==> src/rtl/chord_player_pkg.sv <==
// Shared widths, mixer amplitude and the note-to-phase-step table for the
// three-voice chord player.
package chord_player_pkg;

    localparam int NOTE_W   = 6;
    localparam int DUR_W    = 6;
    localparam int PHASE_W  = 22;
    localparam int SAMPLE_W = 16;
    localparam int VOICES   = 3;

    // One third of full scale, so three voices in phase sum to +/-32766.
    localparam logic signed [SAMPLE_W-1:0] AMP = 16'sd10922;

    // round(440 * 2^((n-49)/12) * 2^22 / 48000); entry 0 is the rest note.
    localparam logic [PHASE_W-1:0] STEP_TABLE [64] = '{
        22'd0,
        22'd2403,  22'd2546,  22'd2697,  22'd2858,  22'd3028,  22'd3208,
        22'd3398,  22'd3600,  22'd3815,  22'd4041,  22'd4282,  22'd4536,
        22'd4806,  22'd5092,  22'd5395,  22'd5715,  22'd6055,  22'd6415,
        22'd6797,  22'd7201,  22'd7629,  22'd8083,  22'd8563,  22'd9072,
        22'd9612,  22'd10184, 22'd10789, 22'd11431, 22'd12110, 22'd12830,
        22'd13593, 22'd14402, 22'd15258, 22'd16165, 22'd17127, 22'd18145,
        22'd19224, 22'd20367, 22'd21578, 22'd22861, 22'd24221, 22'd25661,
        22'd27187, 22'd28803, 22'd30516, 22'd32331, 22'd34253, 22'd36290,
        22'd38448, 22'd40734, 22'd43156, 22'd45722, 22'd48441, 22'd51322,
        22'd54373, 22'd57607, 22'd61032, 22'd64661, 22'd68506, 22'd72580,
        22'd76896, 22'd81468, 22'd86312
    };

endpackage

==> src/rtl/chord_player_note_step_lut.sv <==
// Combinational note index to phase-accumulator step lookup, one per voice.
module note_step_lut
    import chord_player_pkg::*;
(
    input  logic [NOTE_W-1:0]  note,
    output logic [PHASE_W-1:0] step
);

    always_comb begin
        step = STEP_TABLE[note];
    end

endmodule

==> src/rtl/chord_player.sv <==
// Three-voice square-wave chord player: latches note slots on new_note,
// counts durations down on beat and mixes one PCM sample per request.
module chord_player
    import chord_player_pkg::*;
(
    input  logic                       clk,
    input  logic                       reset_n,
    input  logic                       play,
    input  logic                       beat,
    input  logic                       new_note,
    input  logic [3*NOTE_W-1:0]        notes_in,
    input  logic [3*DUR_W-1:0]         durations_in,
    input  logic                       generate_next_sample,
    output logic signed [SAMPLE_W-1:0] sample_out,
    output logic                       new_sample_ready,
    output logic                       note_done,
    output logic [2:0]                 voice_active
);

    // Voice index i is bit position i of the packed buses, so slot0 (the MSB
    // field of notes_in) is voice 2 and drives voice_active[2].
    logic [NOTE_W-1:0]          note_q      [VOICES];
    logic [DUR_W-1:0]           remaining_q [VOICES];
    logic [DUR_W-1:0]           remaining_d [VOICES];
    logic [PHASE_W-1:0]         phase_q     [VOICES];
    logic [PHASE_W-1:0]         phase_d     [VOICES];
    logic [PHASE_W-1:0]         phase_adv   [VOICES];
    logic [PHASE_W-1:0]         step        [VOICES];
    logic signed [SAMPLE_W-1:0] mix_d;
    logic                       any_left;
    logic                       any_next;
    logic                       note_done_d;

    note_step_lut u_lut0 (.note(note_q[0]), .step(step[0]));
    note_step_lut u_lut1 (.note(note_q[1]), .step(step[1]));
    note_step_lut u_lut2 (.note(note_q[2]), .step(step[2]));

    always_comb begin
        voice_active = '0;
        any_left     = 1'b0;
        any_next     = 1'b0;
        mix_d        = '0;
        for (int unsigned i = 0; i < VOICES; i++) begin
            voice_active[i] = (note_q[i] != '0) && (remaining_q[i] != '0);
            remaining_d[i]  = remaining_q[i];
            phase_adv[i]    = voice_active[i] ? phase_q[i] + step[i] : '0;
            phase_d[i]      = phase_q[i];

            if (new_note) begin
                remaining_d[i] = durations_in[i*DUR_W +: DUR_W];
                phase_d[i]     = '0;
            end else begin
                if (beat && play && (remaining_q[i] != '0))
                    remaining_d[i] = remaining_q[i] - DUR_W'(1);
                if (generate_next_sample && play)
                    phase_d[i] = phase_adv[i];
            end

            if (voice_active[i])
                mix_d = mix_d + (phase_adv[i][PHASE_W-1] ? -AMP : AMP);

            any_left = any_left | (remaining_q[i] != '0);
            any_next = any_next | (remaining_d[i] != '0);
        end
        // A load counts as a fresh start: all-zero durations finish at once,
        // and any nonzero load masks a decrement that would have finished.
        note_done_d = new_note ? (durations_in == '0) : (any_left && !any_next);
    end

    always_ff @(posedge clk or negedge reset_n) begin
        if (!reset_n) begin
            for (int unsigned i = 0; i < VOICES; i++) begin
                note_q[i]      <= '0;
                remaining_q[i] <= '0;
                phase_q[i]     <= '0;
            end
            sample_out       <= '0;
            new_sample_ready <= 1'b0;
            note_done        <= 1'b0;
        end else begin
            for (int unsigned i = 0; i < VOICES; i++) begin
                if (new_note)
                    note_q[i] <= notes_in[i*NOTE_W +: NOTE_W];
                remaining_q[i] <= remaining_d[i];
                phase_q[i]     <= phase_d[i];
            end
            new_sample_ready <= generate_next_sample;
            if (generate_next_sample)
                sample_out <= play ? mix_d : '0;
            note_done <= note_done_d;
        end
    end

endmodule

==> config.mk <==
export PLATFORM = sky130hd
export DESIGN_NAME = chord_player
export DESIGN_NICKNAME = d
export VERILOG_FILES = /design/src/rtl/chord_player_pkg.sv /design/src/rtl/chord_player_note_step_lut.sv /design/src/rtl/chord_player.sv
export SDC_FILE = /design/constraint.sdc
export NUM_CORES = 1
export LEC_CHECK = 0
export CORE_MARGIN = 2
export CORE_UTILIZATION = 58
export DETAILED_ROUTE_END_ITERATION = 6
export HOLD_SLACK_MARGIN = 0.1
export PLACE_DENSITY = 0.84
export SLEW_MARGIN = 30
export SYNTH_ARGS = -nofsm -noshare
export SYNTH_HDL_FRONTEND = slang
export SYNTH_HIERARCHICAL = 1
export SYNTH_SLANG_ARGS = --single-unit
==> constraint.sdc <==
create_clock -name clk -period 10.1 [get_ports clk]
set_input_delay 1.01 -clock clk [delete_from_list [all_inputs] [get_ports clk]]
set_output_delay 1.01 -clock clk [all_outputs]
set_load 0.005 [all_outputs]
==> results.cfg <==
; synthesis and place-and-route metrics
[run_status]
status = finished clean

[setup_path]
arrival_ps = 8440
crit_path_frequent_cell = ha_1
crit_path_start_kind = register
required_ps = 10420
max_stage_delay_ps = 730
worstSetupStartpoint = note_q[6]$_DFFE_PN0P_
r2r-start = note_q[6]$_DFFE_PN0P_
worst-path-stages = 31
reg2reg_to = sample_out[15]$_DFFE_PN0P_
rrSetupSlack_ps = 1980
path_buffers = 1
critPathTopFamily = AND-OR/OR-AND gates
setup.worst_path.class = reg -> reg
cp-endpoint = sample_out[15]$_DFFE_PN0P_
path_max_fanout = 20
endpoint_kind = register
rr_worst_depth = 31
cp_slowest_cell = dfrtp_1

[final_layout]
area_growth_syn_to_layout_pct = 8.36
seqAreaFraction_pct = 20.0
layout_top_cells = 174 x nand2_1, 135 x o21ai_0, 116 x nor2_1, 116 x ha_1, 116 x dfrtp_1
largestRegisters = phase_q (66), note_q (18), remaining_q (18)
design_area_um2 = 14900
utilization_pct = 63.8
buffer_area_share_pct = 4.83
final_layout_top_logic_cell = nand2_1
comb_share_pct = 66.3
regArea_um2 = 2980
regMostFlops = phase_q
drive_gt1_share_pct = 8.87
fillCellCount = 1890
nNonClkInverters = 63
antenna_cells = 0
clk_share_pct = 4.52
nClkBuffers = 18
logic_area_um2 = 9870
final_nets = 1830
logic_gate_count = 1390
ff_count = 119
buffers = 76
largest_reg_flops = 66
top_area_cell_class = combinational gates

[cts]
cts_resized = 0
clockBufferDepth = 2
cts_sinks = 119
clk_pin_slew_ps = 60
cts_setup_buffers = 0
htreeDepth = 4
cts_root_buf = clkbuf_16
cts_tree = done
holdBufCountCts = 0

[route]
wl_um = 36500
drt_iter0_markers = 1282
ant_nets = 0
num_vias = 13200
first_pass_iters = 6
route.detailed.drc = 0
drt-wirelength-per-cell_um = 18.3
avgViaCountPerCell = 6.61

[synthesis]
syn_area_per_cell_um2 = 8.13
edf_count = 0
synth_top_cell_by_count = nand2_1
muxShareOfSynthArea_pct = 8.55
ys_sh_aoi_pct = 28.8
async_reset_ff_share_pct = 100
ys_chip_area_um2 = 13700
syn-cell-area_um2 = 13700
area_leaders = dfrtp_1 22%, ha_1 11%, o21ai_0 4.9%, nand2_1 4.8%, a21oi_1 3.8%
ys_seq_share_pct = 21.7
yosysWarningCount = 6
ys_sh_simple_pct = 17.8
synth_flops = 119
ys_cells = 1690
top_area_cell = dfrtp_1
synthAdderAreaFrac_pct = 11.3
synth_top_area_share_pct = 21.7
ys_top_logic_family = AND-OR/OR-AND gates
synthFlopType = dfrtp_1
syn_inst = 1690
yosysUniqueCellTypes = 82
xor_area_share_pct = 4.78
netlist_top_cells_count = 174 x nand2_1, 135 x o21ai_0, 119 x dfrtp_1

[global_route]
grt_usage_pct = 29.5
grt_first_pass_wirelength_um = 60300
grt_max_degree = 83
antenna_found_initial = 0
grt_overflow = 0
grt_pass1_vias = 12500

[timing]
skew_ps = 12.0
slew_violations = 0
hold_ws_ps = 488
relSlewSlack_pct = 44.1
max_freq_mhz = 123
timing.final.hold_violations = 0
period_minus_slack_ps = 8120
tightest_slew_ps = 833
fin_tns_setup_ps = 0
rsz0062_at_grt = no
finalClockPeriodUsage_pct = 80.4
setup_viol = 0

[power]
leakage_nw = 6.51
ir_drop_v = 0.000184
finalPower_mw = 2.80
clkPwrFrac_pct = 25.4
switching_share_pct = 41.2
seq_power_share_pct = 21.8
comb_power_share_pct = 52.8
internal_power_mw = 1.65
switchingPower_mw = 1.15
powerDensity_nw_per_um2 = 188

[die]
io_pins = 63
fp-utilization_pct = 58.9
n_tap_cell = 319
coreArea_um2 = 23300
row_count = 56
chip_area_um2 = 24900

[flow_run]
maxCapViolCount = 0
warnings = 59

[placed_design]
hpwl_um = 25200
gp_congestion = 0.987
dpl_cell_area_um2 = 14200

[hold_path]
hold_path_class = reg -> reg
hold_end = phase_q[26]$_DFFE_PN0P_
hold_path_depth = 2
hold_start = phase_q[26]$_DFFE_PN0P_
[power by group through the flow]
stage	clock network (mW)	logic [mW]	registers, mW
final	0.710	1.48	0.611
after global routing	0.732	1.62	0.620
after CTS	0.713	1.45	0.610
after detailed placement	0	1.44	0.615
after global placement	0	1.40	0.613
after floorplan	0	1.15	0.595
[through the flow]
step | std cells | setup WS [ps]
global placement | 1967 | 2550
floorplan | 1702 | 3190
detailed placement | 1967 | 2080
CTS | 1999 | 2040
global route | 1999 | 1290
finish | 1999 | 1980
[routing by layer]
layer,share of wire [%],up-vias,GRT usage (%)
met5,0,-,0
met4,2.7,0,10.8
met3,7.5,90,4.63
met2,47,605,48.2
met1,43,6337,39.7
li1,-,6184,-
Clock routing:
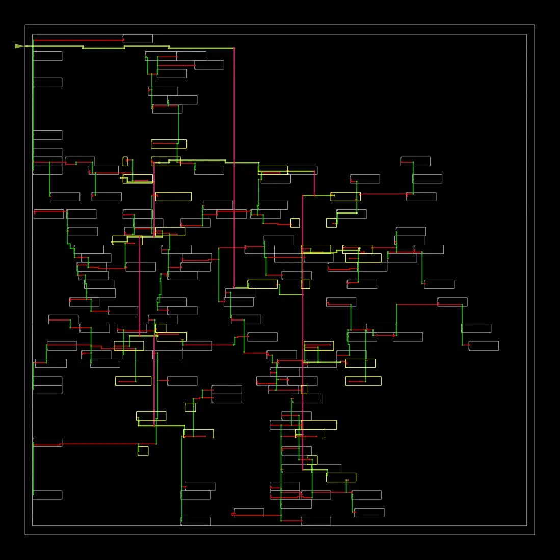
Late-Pin Clk Latency: 440 ps
CTS Buf Count: 17
Clock group: 0.710 mW

Where the registers sit:
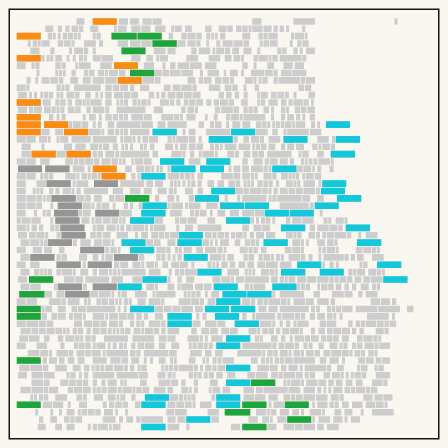
colour	signal	flops
orange	sample_out	15
cyan	phase_q	66
green	note_q	18
not coloured	20

I/O pins on the die edge:
Pins as bars across the die edge, other pins in grey.
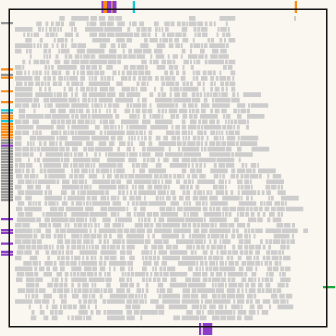
colour	port	pins	direction	edge
purple	notes_in	18	input	7 left, 6 bottom, 5 top
orange	sample_out	16	output	12 left, 4 top
green	reset_n	1	input	right
cyan	voice_active	3	output	2 left, 1 top
all pins by edge	46 left, 10 top, 6 bottom, 1 right
DIE WIDTH: 158 µm
Chip Height: 158 µm
number of port buffers: 61

Logic cells by family:
Scale bar: 50 µm.
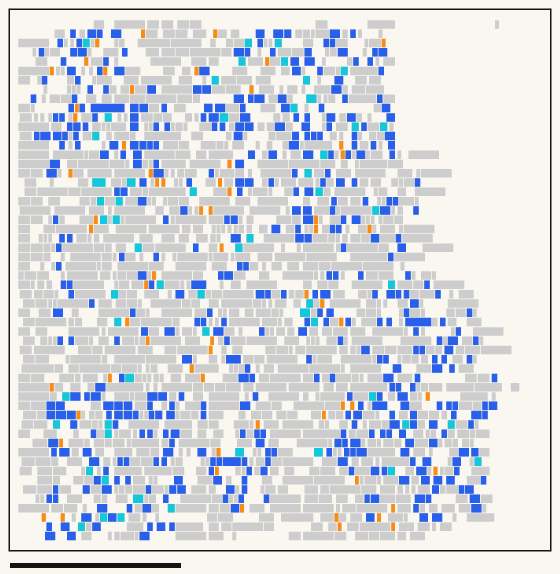
colour	family	cells	most used
orange	inverters	63	inv_1
blue	inverting AOI/OAI gates	438	o21ai_0
cyan	AND and OR gates	57	and2_1

Power is estimated from default activity; no workload was simulated.
